==> src/rtl/mem_port_arbiter_pkg.sv <==
// Shared defaults and helpers for the data-memory port arbiter.
package mem_port_arbiter_pkg;

  localparam int DEF_NUM_REQ  = 4;
  localparam int DEF_ADDR_W   = 22;
  localparam int DEF_DATA_W   = 32;
  localparam int DEF_READ_LAT = 1;

  // Width of a requester index; never narrower than one bit.
  function automatic int req_idx_w(input int n);
    return (n > 1) ? $clog2(n) : 1;
  endfunction

endpackage

==> src/rtl/mem_port_arbiter_rr.sv <==
// Round-robin arbiter: rotating-priority search starting at rr_ptr.
module rr_arbiter
  import mem_port_arbiter_pkg::*;
#(
  parameter  int NUM_REQ = DEF_NUM_REQ,
  localparam int IDX_W   = req_idx_w(NUM_REQ)
) (
  input  logic               clk,
  input  logic               rst,
  input  logic [NUM_REQ-1:0] req_valid,
  output logic [NUM_REQ-1:0] grant,
  output logic [IDX_W-1:0]   grant_idx,
  output logic               grant_vld
);

  logic [IDX_W-1:0] rr_ptr;
  logic [IDX_W-1:0] sel;
  logic [IDX_W-1:0] cand;
  logic             found;
  int               j;

  // First valid requester at or after rr_ptr, wrapping modulo NUM_REQ.
  always_comb begin
    found = 1'b0;
    sel   = '0;
    j     = 0;
    cand  = '0;
    for (int k = 0; k < NUM_REQ; k++) begin
      j = int'(rr_ptr) + k;
      if (j >= NUM_REQ) j = j - NUM_REQ;
      cand = IDX_W'(j);
      if (!found && req_valid[cand]) begin
        found = 1'b1;
        sel   = cand;
      end
    end
  end

  // No grant while in reset so nothing is accepted in the reset cycle.
  always_comb begin
    grant_vld = found & ~rst;
    grant_idx = sel;
    grant     = grant_vld ? (NUM_REQ'(1) << sel) : '0;
  end

  // Pointer moves just past the winner; holds when nobody is granted.
  always_ff @(posedge clk) begin
    if (rst)
      rr_ptr <= '0;
    else if (grant_vld)
      rr_ptr <= (sel == IDX_W'(NUM_REQ - 1)) ? '0 : sel + IDX_W'(1);
  end

endmodule

==> src/rtl/mem_port_arbiter.sv <==
// Shares one single-port data memory among NUM_REQ requesters; routes read
// data back to the issuing requester via a tag pipeline.
module mem_port_arbiter
  import mem_port_arbiter_pkg::*;
#(
  parameter  int NUM_REQ  = DEF_NUM_REQ,
  parameter  int ADDR_W   = DEF_ADDR_W,
  parameter  int DATA_W   = DEF_DATA_W,
  parameter  int READ_LAT = DEF_READ_LAT,
  localparam int IDX_W    = req_idx_w(NUM_REQ)
) (
  input  logic                      clk,
  input  logic                      rst,
  input  logic [NUM_REQ-1:0]        req_valid,
  input  logic [NUM_REQ-1:0]        req_we,
  input  logic [NUM_REQ*ADDR_W-1:0] req_addr,
  input  logic [NUM_REQ*DATA_W-1:0] req_wdata,
  output logic [NUM_REQ-1:0]        req_ready,
  output logic [NUM_REQ-1:0]        rsp_valid,
  output logic [DATA_W-1:0]         rsp_rdata,
  output logic                      mem_en,
  output logic                      mem_we,
  output logic [ADDR_W-1:0]         mem_addr,
  output logic [DATA_W-1:0]         mem_wdata,
  input  logic [DATA_W-1:0]         mem_rdata
);

  logic [NUM_REQ-1:0][ADDR_W-1:0] addr_a;
  logic [NUM_REQ-1:0][DATA_W-1:0] wdata_a;
  logic [IDX_W-1:0]               gidx;
  logic                           accept;
  logic                           rd_acc;

  // Tag pipeline: stage 0 captured at acceptance, stage READ_LAT lines up
  // with mem_rdata being valid.
  logic [READ_LAT:0]              vld_pipe;
  logic [READ_LAT:0][IDX_W-1:0]   tag_pipe;

  assign addr_a  = req_addr;
  assign wdata_a = req_wdata;
  assign rd_acc  = accept & ~req_we[gidx];

  rr_arbiter #(.NUM_REQ(NUM_REQ)) u_arb (
    .clk       (clk),
    .rst       (rst),
    .req_valid (req_valid),
    .grant     (req_ready),
    .grant_idx (gidx),
    .grant_vld (accept)
  );

  // Issue register: the accepted request drives the memory one cycle later.
  always_ff @(posedge clk) begin
    if (rst) begin
      mem_en    <= 1'b0;
      mem_we    <= 1'b0;
      mem_addr  <= '0;
      mem_wdata <= '0;
    end else begin
      mem_en <= accept;
      mem_we <= accept & req_we[gidx];
      if (accept) begin
        mem_addr  <= addr_a[gidx];
        mem_wdata <= wdata_a[gidx];
      end
    end
  end

  // Shift read tags along with the memory access; reset drops in-flight reads.
  always_ff @(posedge clk) begin
    if (rst) begin
      vld_pipe <= '0;
      tag_pipe <= '0;
    end else begin
      vld_pipe <= {vld_pipe[READ_LAT-1:0], rd_acc};
      tag_pipe <= {tag_pipe[READ_LAT-1:0], gidx};
    end
  end

  // Register returning read data and pulse the owning requester's valid bit.
  always_ff @(posedge clk) begin
    if (rst) begin
      rsp_valid <= '0;
      rsp_rdata <= '0;
    end else begin
      rsp_valid <= vld_pipe[READ_LAT] ? (NUM_REQ'(1) << tag_pipe[READ_LAT]) : '0;
      if (vld_pipe[READ_LAT])
        rsp_rdata <= mem_rdata;
    end
  end

endmodule
==> config.mk <==
export PLATFORM = sky130hd
export DESIGN_NAME = mem_port_arbiter
export DESIGN_NICKNAME = d
export VERILOG_FILES = /design/src/rtl/mem_port_arbiter_pkg.sv /design/src/rtl/mem_port_arbiter_rr.sv /design/src/rtl/mem_port_arbiter.sv
export SDC_FILE = /design/constraint.sdc
export NUM_CORES = 1
export LEC_CHECK = 0
export CAP_MARGIN = 10
export CORE_AREA = 2 2 139 141
export DETAILED_ROUTE_END_ITERATION = 7
export DIE_AREA = 0 0 141 143
export PLACE_DENSITY_LB_ADDON = 0.2
export SYNTH_ARGS = -nofsm -noshare
export SYNTH_HDL_FRONTEND = slang
export SYNTH_SLANG_ARGS = --single-unit
export TNS_END_PERCENT = 50
==> constraint.sdc <==
create_clock -name clk -period 5 [get_ports clk]
set_input_delay 1 -clock clk [delete_from_list [all_inputs] [get_ports clk]]
set_output_delay 1 -clock clk [all_outputs]
set_load 0.02 [all_outputs]
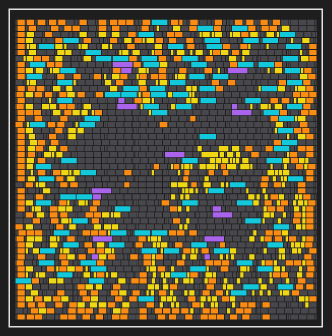
placement_by_type.png
Fill, decap, tap and diode cells in grey.
Purple marks clock drivers and dummy loads, cells 16, share of their area 3.4%. Cyan marks sequential cells, cells 100, share of their area 23%. Orange marks remaining buffers and delay cells, cells 364, share of their area 42%. Yellow marks combinational and other logic, cells 396, share of their area 31%.

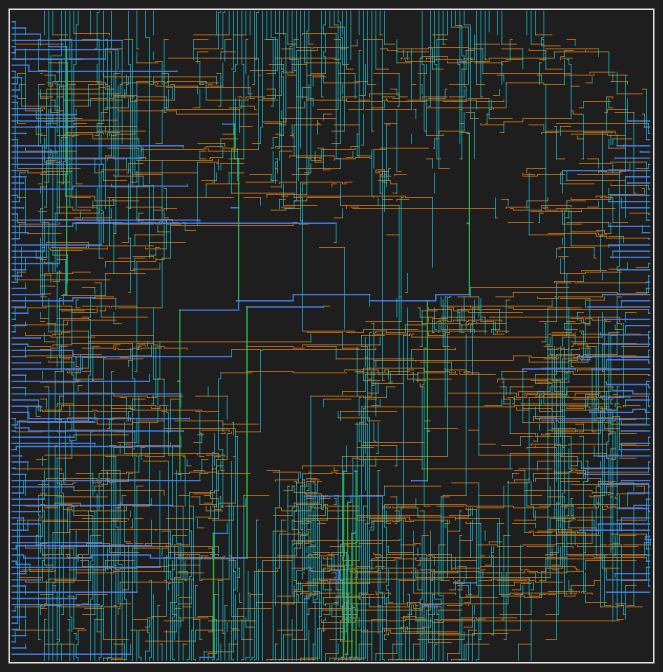
wires.png
Orange marks metal 1, wire length 7800 um. Green marks metal 4, wire length 429 um. Blue marks metal 3, wire length 1890 um. Cyan marks metal 2, wire length 9840 um.

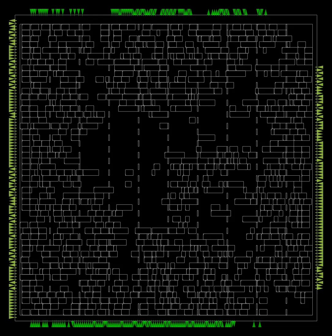
placement.png
Placeable Area: 0.0186 mm^2
Flop Count: 100
flop share of the area: 0.225

==> flow_summary.toml <==
# generated from flow reports
[placed_design]
gp_congestion = 0.837
placed_area_mm2 = 0.00862
dp_hpwl_um = 14400

[power_and_ir_drop]
combPwrFrac = 0.410
internal_power_uw = 1900
p_seq_uw = 1000
comb_power_uw = 1190
clock_power_share = 0.243
p_clk_uw = 704
pwr-share-seq = 0.346
p_sw_uw = 997
swShare = 0.345

[grt]
grtUsageMet3 = 0.0738
grt_pass1_vias = 5413
gr-max-usage-layer = "met2"
met2_usage = 0.335
grt_usage = 0.194

[final_timing]
max-slew-margin-rel = 0.211
rsz0062_at_grt = "false"
final-setup-viol-count = 0
final-max-slew-violation-count = 0
finalCritPeriodShare = 0.880
skew_ns = 0.00787
timing.final.ws_setup_ns = 0.600
layout_min_cycle_time_ns = 4.40

[route]
first_pass_iters = 4
num_vias = 5394
met3_length_um = 1890
ant_nets = 0
drtIter0Drc = 143
drc = 0
wl_met2_um = 9840
drt-met1-wl_um = 7800
top_layer_used = "met4"
post_drt_wl_per_cell_um = 17.9
drt_wl_total_um = 20000
vias_per_cell = 4.85

[logic_synthesis]
synth_cells = 546
ys_area_mm2 = 0.00492
yosys_cells = 546
yosysTopAreaCellShare = 0.407
yosys_warnings = 0
synth_cell_types = 35
ys_seq_frac = 0.407
synth_top_flop_cell = "dfxtp_1"
synth_flops = 100
netlist_top_cells_area = "dfxtp_1 (41%), mux2i_1 (21%), nand3_1 (6.5%)"
edf_count = 0

[layout]
synthToLayoutAreaGrowth_pct = 81.4
logic_gates = 390
n_clock_buffer = 10
layout_top_cells = "clkdlybuf4s50_1 (352), mux2i_1 (101), dfxtp_1 (99), nand3_1 (64), nand2_1 (59)"
fillCellCount = 1808
largestClassByArea = "buffers"
comb_share = 0.302
num-nonclk-buffers = 364

[clock_tree]
cts_setup_buffers = 0
cts_resized = 0
ctsLongestPathBuffers = 2
clock_latency_ns = 0.35
cts.clk_slew.worst_paths_ns = 0.07
clkSinkCount = 100

[floorplanning]
tap_cells = 234
boundaryPins = 354
num_rows = 50
floorplan.core_util = 0.265

[setup_path]
path_class = "input pin to output port"
crit_top_cell = "clkdlybuf4s50_1"
end_kind = "output port"
r2r_slack_ns = 2.57
max_stage_delay_ns = 0.70
rr_startpoint = "u_arb.rr_ptr[0]"
cp_num_cells = 8
setup.worst_path.end = "req_ready[1]"
crit_start = "req_valid[3]"
path_delay_family = "buffers and inverters"
r2r_cells = 6
crit_arrival_ns = 3.40

[hold_path]
min-delay-start = "tag_pipe[0]"
hold_path_depth = 1
hold_class = "flip-flop to flip-flop"

[outcome]
outcome = "finished clean"
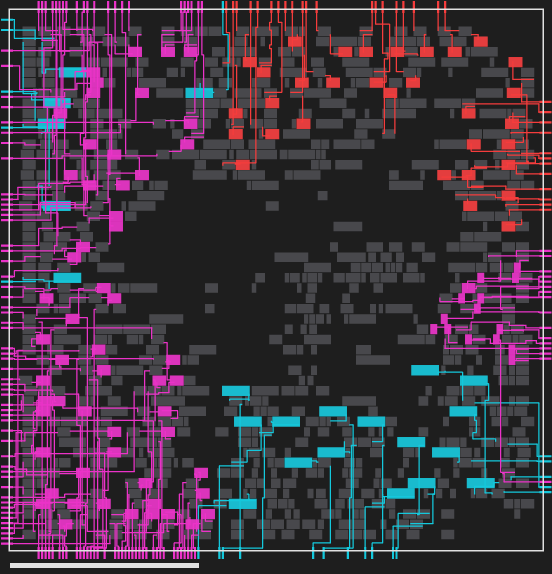
io_fan.png
Bar = 50 um.
Cyan marks mem_addr, direction output, edge 11 bottom, 5 right, 5 left, 1 top, end cells 22, buffers 22, wire 789 um. Magenta marks req_wdata, direction input, edge 53 left, 37 bottom, 22 top, 16 right, end cells 72, buffers 128, wire 3610 um. Red marks mem_rdata, direction input, edge 20 top, 12 right, end cells 32, buffers 32, wire 734 um.

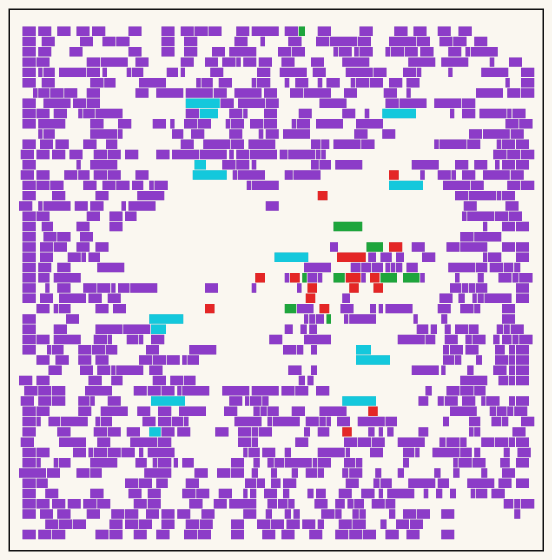
sizes.png
Green marks _2 cells, cells 9, share 1.0%, most used inv_2. Cyan marks _6 and larger, cells 14, share 1.6%, most used clkbuf_16. Purple marks _0 and _1 cells, cells 837, share 96%, most used clkdlybuf4s50_1. Red marks _3 and _4 cells, cells 16, share 1.8%, most used buf_4.

## flip-flops by register name, summed over array words and instances (netlist names)
| signal | flops |
|---|---|
| mem_addr | 22 |
| mem_en | 1 |
| mem_wdata | 32 |
| mem_we | 1 |
| rsp_rdata | 32 |
| rsp_valid | 4 |
| tag_pipe | 4 |
| u_arb.rr_ptr | 2 |
| vld_pipe | 2 |
## cell families (layout without fill, tap and decap cells)
logic type               after synthesis  count (layout)  share of synthesized area
multiplexers                         101             101                      0.206
adder cells (fa/ha/maj)                1               1                    0.00254
AND-OR/OR-AND                        106             106                      0.164
buffers and inverters                 56             386                     0.0478
flip-flops                           100             100                      0.407
other                                  0               2                          0
AND/OR/NAND/NOR                      182             182                      0.173
No activity file was given, so power comes from the tool's default toggle rates.
